Signal wires on met1:
(3 px per micron)
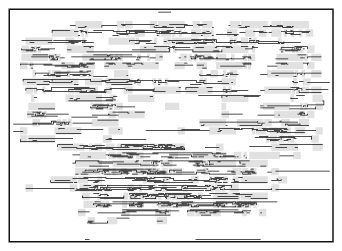
Met2 routing:
(4 px per micron)
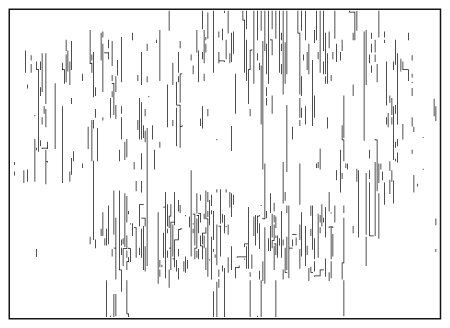
M3 wires:
(2 px per micron)
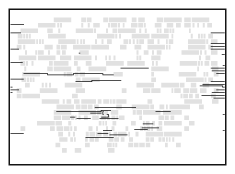
Pin map:
(4 px per micron) Pins as bars across the die edge, other pins in grey.
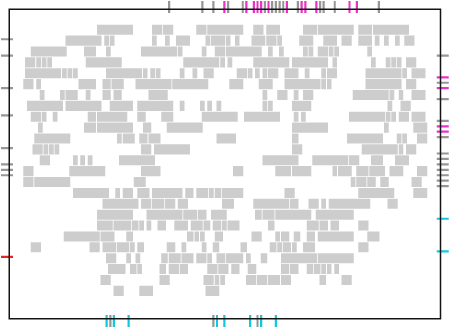
Track usage over the die:
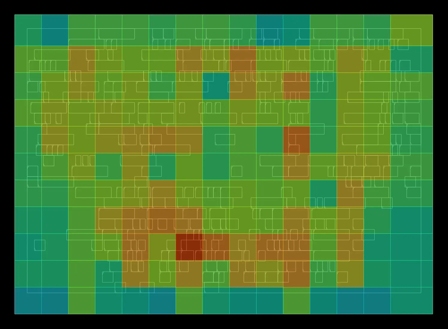
==> config.mk <==
export PLATFORM = sky130hd
export DESIGN_NAME = w_bram_ctrl
export DESIGN_NICKNAME = d
export VERILOG_FILES = /design/src/rtl/w_bram_ctrl_pkg.sv /design/src/rtl/w_bram_ctrl_occ_cnt.sv /design/src/rtl/w_bram_ctrl.sv
export SDC_FILE = /design/constraint.sdc
export NUM_CORES = 1
export LEC_CHECK = 0
export CORE_ASPECT_RATIO = 0.7
export CORE_MARGIN = 3
export CORE_UTILIZATION = 35
export DETAILED_ROUTE_END_ITERATION = 6
export GPL_ROUTABILITY_DRIVEN = 0
export PLACE_DENSITY_LB_ADDON = 0.25
export SETUP_SLACK_MARGIN = 0.2
export SKIP_CTS_REPAIR_TIMING = 1
export SLEW_MARGIN = 20
export SYNTH_ARGS = -nofsm -noshare
export SYNTH_HDL_FRONTEND = slang
export SYNTH_HIERARCHICAL = 1
export SYNTH_SLANG_ARGS = --single-unit
==> constraint.sdc <==
create_clock -name CLK -period 3 [get_ports CLK]
set_input_delay 0.45 -clock CLK [delete_from_list [all_inputs] [get_ports CLK]]
set_output_delay 0.45 -clock CLK [all_outputs]
set_load 0.1 [all_outputs]
==> reports/metrics.csv <==
stage,metric,value,unit
global_route,initial antenna violation count,0,
synthesis,YS chip area,2520,sq um
layout,fraction of area in registers,39.7,%
placed_design,Inst Count DP,417,
synthesis,MUX area fraction,1.64,%
synthesis,Synth Register Bits,51,
setup_path,Critical Path Start Type,flop,
synthesis,adder share,1.49,%
synthesis,top-count cell post-synth,nand2_1,
final_timing,Fin Hold WS,0.474,ns
final_timing,worst setup margin,0.391,ns
detailed_routing,highest metal used,met4,
layout,final cell count without fillers,425,
cts,Clock Tree Root,clkbuf_8,
final_timing,fin crit period,2.61,ns
synthesis,Synth area leaders,"dfrtp_1, nand2_1, xnor2_1",
status,outcome,finished clean,
final_timing,RSZ-0062 raised after global routing,false,
-- 'signal wires on met1' (at the start) --
share of all routed wire: 52%
main direction: horizontal
vias: 2030
grt met1 use: 23.9%
Routed Wire Length: 5890 microns

-- 'met2 routing' (at the start) --
longest straight run: 34.3 microns
share of all routed wire: 41%
nets with wire on the layer: 279
wire length on this layer: 2410 microns
met2 Track Usage GR: 20.2%

-- 'M3 wires' (at the start) --
nets with wire on the layer: 42
wire length on this layer: 364 microns
main direction: horizontal
longest straight run: 22.3 microns
met3 usage: 3.53%

-- 'pin map' (at the start) --
[magenta] `s_data` | pins: 16 | direction: input | edge: 12 north, 4 east
[cyan] `count` | pins: 10 | direction: output | edge: 8 south, 2 east
[red] `udf_err` | pins: 1 | direction: output | edge: west
all pins by edge: 27 north, 18 east, 11 south, 9 west
die height: 77.0 microns
Die W: 107 microns
port bufs: 64

-- 'track usage over the die' (at the start) --
total track usage: 15.0%
Routed WL per cell: 13.9 microns
grt peak-use layer: met1
Core Util, Final: 46.9%

